### src/rtl/async_fifo_wr_ctrl.sv
// rtl/async_fifo_wr_ctrl.sv - write-side controller of an asynchronous FIFO
// Optional fill-level output and almost-full logic enabled by macro WFIFO_LEVEL_EN.
module async_fifo_wr_ctrl #(
  parameter int ADDR_W      = 4,
  parameter int SYNC_STAGES = 2,
  parameter int AFULL_TH    = 2
) (
  input  logic              clk,
  input  logic              rst_n,
  input  logic              wr_en,
  input  logic [ADDR_W:0]   rd_ptr_gray,
  input  logic              ovf_clr,
  output logic              wr_ram_we,
  output logic [ADDR_W-1:0] wr_addr,
  output logic [ADDR_W:0]   wr_ptr_gray,
  output logic              full,
  output logic              almost_full,
`ifdef WFIFO_LEVEL_EN
  output logic              overflow,
  output logic [ADDR_W:0]   wr_level
`else
  output logic              overflow
`endif
);

  logic            accept;
  logic [ADDR_W:0] wbin_q, wbin_d;
  logic [ADDR_W:0] wgray_q, wgray_d;
  logic            full_q, full_d;
  logic            overflow_q, overflow_d;
  logic [ADDR_W:0] sync_q [SYNC_STAGES];
  logic [ADDR_W:0] sync_d [SYNC_STAGES];
  logic [ADDR_W:0] rq_sync;

  assign rq_sync = sync_q[SYNC_STAGES-1];

  // Write acceptance, next pointers, full detection against the synchronized read pointer.
  always_comb begin
    accept  = wr_en & ~full_q;
    wbin_d  = wbin_q + {{ADDR_W{1'b0}}, accept};
    wgray_d = wbin_d ^ (wbin_d >> 1);
    // Full when the pointers differ only in the two Gray MSBs (one full lap apart).
    full_d  = (wgray_d == {~rq_sync[ADDR_W:ADDR_W-1], rq_sync[ADDR_W-2:0]});
    // A new overflow event outranks a clear issued on the same edge.
    overflow_d = (wr_en & full_q) | (overflow_q & ~ovf_clr);
  end

  // Shift chain carrying the foreign-domain read pointer into clk.
  always_comb begin
    sync_d[0] = rd_ptr_gray;
    for (int i = 1; i < SYNC_STAGES; i++) begin
      sync_d[i] = sync_q[i-1];
    end
  end

  // Pointer, flag and synchronizer registers.
  always_ff @(posedge clk or negedge rst_n) begin
    if (!rst_n) begin
      wbin_q     <= '0;
      wgray_q    <= '0;
      full_q     <= 1'b0;
      overflow_q <= 1'b0;
      for (int i = 0; i < SYNC_STAGES; i++) begin
        sync_q[i] <= '0;
      end
    end else begin
      wbin_q     <= wbin_d;
      wgray_q    <= wgray_d;
      full_q     <= full_d;
      overflow_q <= overflow_d;
      for (int i = 0; i < SYNC_STAGES; i++) begin
        sync_q[i] <= sync_d[i];
      end
    end
  end

  assign wr_ram_we   = accept;
  assign wr_addr     = wbin_q[ADDR_W-1:0];
  assign wr_ptr_gray = wgray_q;
  assign full        = full_q;
  assign overflow    = overflow_q;

`ifdef WFIFO_LEVEL_EN
  localparam logic [ADDR_W:0] AFULL_LVL = (ADDR_W+1)'((2 ** ADDR_W) - AFULL_TH);

  logic [ADDR_W:0] rbin_s;
  logic [ADDR_W:0] wr_level_q, wr_level_d;
  logic            almost_full_q, almost_full_d;

  function automatic logic [ADDR_W:0] gray2bin(input logic [ADDR_W:0] g);
    logic [ADDR_W:0] b;
    for (int i = 0; i <= ADDR_W; i++) begin
      b[i] = ^(g >> i);
    end
    return b;
  endfunction

  // Fill level seen from the write side; pessimistic because rbin_s lags the reader.
  always_comb begin
    rbin_s        = gray2bin(rq_sync);
    wr_level_d    = wbin_d - rbin_s;
    almost_full_d = (wr_level_d >= AFULL_LVL);
  end

  // Level and almost-full registers.
  always_ff @(posedge clk or negedge rst_n) begin
    if (!rst_n) begin
      wr_level_q    <= '0;
      almost_full_q <= 1'b0;
    end else begin
      wr_level_q    <= wr_level_d;
      almost_full_q <= almost_full_d;
    end
  end

  assign wr_level    = wr_level_q;
  assign almost_full = almost_full_q;
`else
  logic unused_afull_cfg;
  assign unused_afull_cfg = (AFULL_TH != 0);
  assign almost_full      = 1'b0;
`endif

endmodule
### config.mk
export PLATFORM = sky130hd
export DESIGN_NAME = async_fifo_wr_ctrl
export DESIGN_NICKNAME = d
export VERILOG_FILES = /design/src/rtl/async_fifo_wr_ctrl.sv
export SDC_FILE = /design/constraint.sdc
export NUM_CORES = 1
export LEC_CHECK = 0
export CAP_MARGIN = 20
export CELL_PAD_IN_SITES_DETAIL_PLACEMENT = 0
export CELL_PAD_IN_SITES_GLOBAL_PLACEMENT = 1
export CORE_MARGIN = 2
export CORE_UTILIZATION = 23
export CTS_CLUSTER_SIZE = 10
export DETAILED_ROUTE_END_ITERATION = 10
export PLACE_DENSITY = 0.56
export REMOVE_ABC_BUFFERS = 1
export SYNTH_ARGS = -nofsm -noshare
export SYNTH_HDL_FRONTEND = slang
export SYNTH_SLANG_ARGS = --single-unit
### constraint.sdc
create_clock -name clk -period 2.2 [get_ports clk]
set_input_delay 0.55 -clock clk [delete_from_list [all_inputs] [get_ports clk]]
set_output_delay 0.55 -clock clk [all_outputs]
set_load 0.005 [all_outputs]
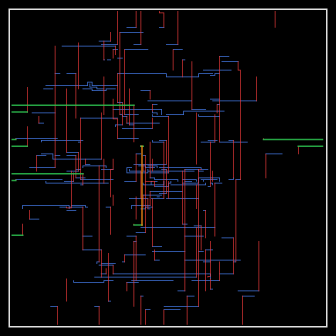
Figure 1: wiring by layer.
| color | layer | wire length |
|---|---|---|
| green | M3 | 66.0 um |
| orange | M4 | 15.6 um |
| blue | M1 | 617 um |
| red | M2 | 711 um |

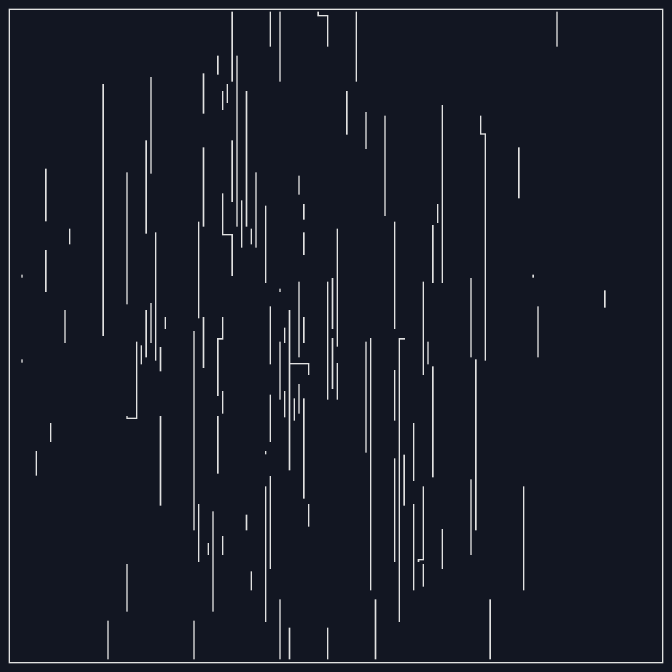
Figure 2: signal wires on met2.
wire length on this layer: 711 um
share of all routed wire: 50%
nets with wire on the layer: 83
main direction: vertical
longest straight run: 27.2 um

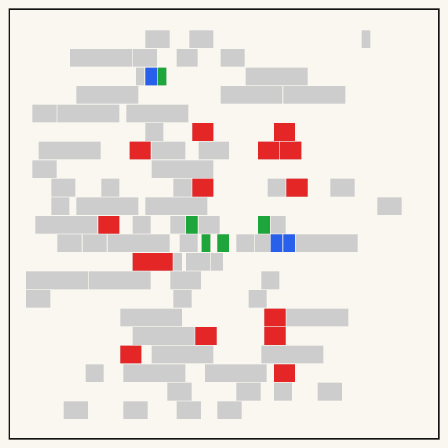
Figure 3: logic cells by family.
| color | family | cells | most used |
|---|---|---|---|
| red | xor and xnor cells | 14 | xor2_1 |
| blue | aoi and oai cells | 3 | o21ai_0 |
| green | nand cells | 5 | nand3_1 |

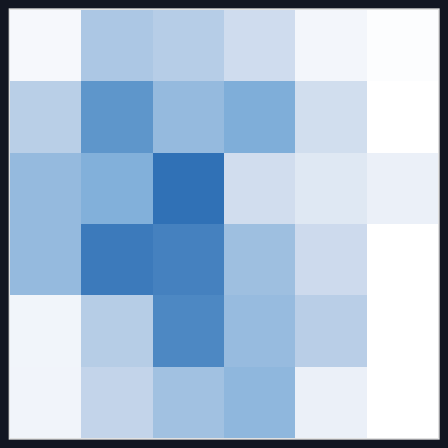
Figure 4: local utilization.
6 x 6 tiles, from white (low) to dark blue (high), 0 to 100% covered.
mean over tiles: 29%
emptiest ninth of the die: upper right
nearly empty tiles: 14%
fullest tile: 74%

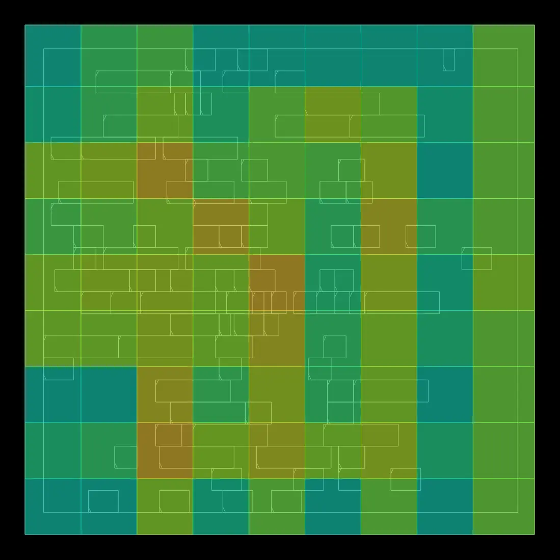
Figure 5: routing congestion.
GRT Util Overall: 7.77%
Most Crowded Layer GR: met2
global-route met2 utilization: 12.1%

==> qor.yml <==
run_status:
  run_status: "finished clean"
final_timing:
  min_period_ns: 2.12
  final.setup.worst_slack_ns: 0.0775
  setup_violation_total_in_the_final_timing_report: 0
  unrepaired_setup_endpoints_after_global_routing: "false"
  hold_slack_ns: 0.358
  max_freq_ghz: 0.471
  timing_max_transition_violations_final: 0
  skew_ns: 0.00772
  finalSetupTns_ns: 0
  timing.final.hold_violations: 0
  post_route_clock_period_utilization_pct: 96.5
layout:
  seq_cell_count: 21
  clock_tree_area_fraction_pct: 2.21
  final.signal_buffer_count: 30
  post_layout_nonfiller_instances: 136
  logic_area_sq_um: 303
  ff_latch_area_sq_um: 526
  layout.cells.most_common: "sky130_fd_sc_hd__dfrtp_1"
  num-nonclk-inverters: 1
  fill_cells: 334
  finish.instance_area_sq_um: 1190
  dominant_cells: "registers"
  area_delta_synth_final_pct: 49.8
  layout_top_cells: "sky130_fd_sc_hd__dfrtp_1 (21), sky130_fd_sc_hd__clkdlybuf4s50_1 (19), sky130_fd_sc_hd__buf_4 (10)"
  area_share_nonclk_buffers_pct: 23.0
  finish.net_count: 102
  final_core_util_pct: 35.7
  num_antenna_cells: 0
  logic_gates: 34
  seq_share_pct: 44.2
  share_of_cells_above_drive_strength_1_pct: 22.2
worst_setup_path:
  crit_path_end_kind: "flop"
  worst-endpoint-arrival_ns: 2.33
  critical_path.slowest_cell: "sky130_fd_sc_hd__or3_1"
  worst_path_largest_cell_delay_ns: 0.36
  critical_path.cell_chain: "dlygate4sd2_1, nor2b_4, ha_4, buf_4, nand2_1, xor2_1, or3_1, a31o_1, nor4_2"
  cp_top_family: "simple AND/OR/NAND/NOR gates"
  worst_setup_path_start_kind: "primary input"
  critical_path_buffers_and_inverters: 2
  critPathMaxFanout: 2
  critical_path.startpoint: "wr_en"
  rr_startpoint: "full"
  ff2ff_path_depth: 8
  crit_required_ns: 2.41
  worst-setup-path-type: "primary input to flop"
  ff2ff_setup_slack_ns: 0.14
  worstSetupEndpoint: "full"
  worstSetupPathDepth: 9
  rr_endpoint: "full"
die:
  tapcell.inserted: 46
  chip_area_sq_um: 3940
  ioPinCount: 22
  core-area_sq_um: 3340
  die_ht_um: 62.8
  die_w_um: 62.8
  placement_rows: 21
  initial_core_utilization_pct: 23.8
min_path:
  hold_end: "rq_sync[3]"
  hold_path_class: "flop to flop"
  hp-start: "sync_d[3]"
  hold_path_depth: 0
clock_tree:
  post-cts-setup-buffer-count: 0
  numClockSinks: 21
  cts-root-to-sink-buffers: 2
  cts.htree.levels: 1
  ctsRootBufferMaster: "sky130_fd_sc_hd__clkbuf_4"
  total_clock_buffers_created_by_cts: 3
  cts_tree: "done"
  cts_hold_buffers: 0
  clk_pin_slew_worst_paths_ns: 0.10
power_and_ir_drop:
  power.static_leakage_nw: 0.504
  cellPowerDensity_nw_per_um2: 1460
  totalPowerFinal_mw: 1.74
  max_vdd_drop_v: 0.000780
grt:
  pin_count_of_the_biggest_net_entering_global_routing: 22
  grt_pass1_wl_mm: 2.33
  antenna_found_initial: 0
  gr-total-overflow: 0
synth:
  netlist.top_cell.by_instances: "sky130_fd_sc_hd__dfrtp_1"
  post_synth_instance_area_sq_um: 795
  postSynthAreaPerCell_sq_um: 13.9
  post-synth-top-area-cell: "sky130_fd_sc_hd__dfrtp_1"
  synth-seq-area-share_pct: 66.1
  yosys.area_share.aoi_pct: 2.99
  yosys_cells: 57
  synth.area.mux_share_pct: 0
  synth.cellmix.adderShare_pct: 3.15
  number_of_enable_flip_flop_cells: 0
  syn-instance-count: 57
  proportion_of_synthesized_flip_flops_having_asynchronous_set_or_reset_pct: 100
  synth.top_cell.area_share_pct: 66.1
  synth.yosys.warnings: 0
  ys_chip_area_sq_um: 795
  synthFlopType: "sky130_fd_sc_hd__dfrtp_1"
  number_of_distinct_library_cell_variants_in_the_gate_level_netlist_after_synthesis: 18
  yosys_register_bits: 21
  simple_gate_share_pct: 10.4
  area_leaders: "sky130_fd_sc_hd__dfrtp_1 (66%), sky130_fd_sc_hd__xor2_1 (9.9%), sky130_fd_sc_hd__xnor2_1 (5.5%)"
  yosys.area_share.xor_xnor_pct: 15.4
placed_design:
  placement.setup.worst_slack_ns: -0.608
  globalplace.congestion: 0.777
  dp_cells: 132
  io_buffer_count: 20
routing:
  postRouteAntennaNets: 0
  drt_pre_antenna_iters: 4
  detailedRoute.firstIterationViolations: 13
  vias_per_inst: 3.71
flow_run:
  cap_viol_max_count: 0
  log.warning_count: 25
what timing repair did:
action / 4_1_cts / 5_1_grt
endpoints found under the setup margin: 3 / 0
hold endpoints to repair: 0 / 0
gates resized: 8 / 0
metal layers:
layer  track usage (%)  wire [um]  vias to the layer above
li1                  -          -                      251
met1              9.44        616                      240
met2              12.1        711                       11
met3              2.70         66                        2
met4              4.17         15                        0
met5                 0          0                        -
report_power, final:
| part | total (mW) | internal [mW] | leakage (nW) | switching [mW] |
|---|---|---|---|---|
| registers | 0.615 | 0.507 | 0.250 | 0.108 |
| logic | 0.946 | 0.582 | 0.240 | 0.364 |
| clock network | 0.181 | 0.0706 | 0.0150 | 0.110 |
| total | 1.74 | 1.16 | 0.504 | 0.582 |
Power is estimated from default activity; no workload was simulated.
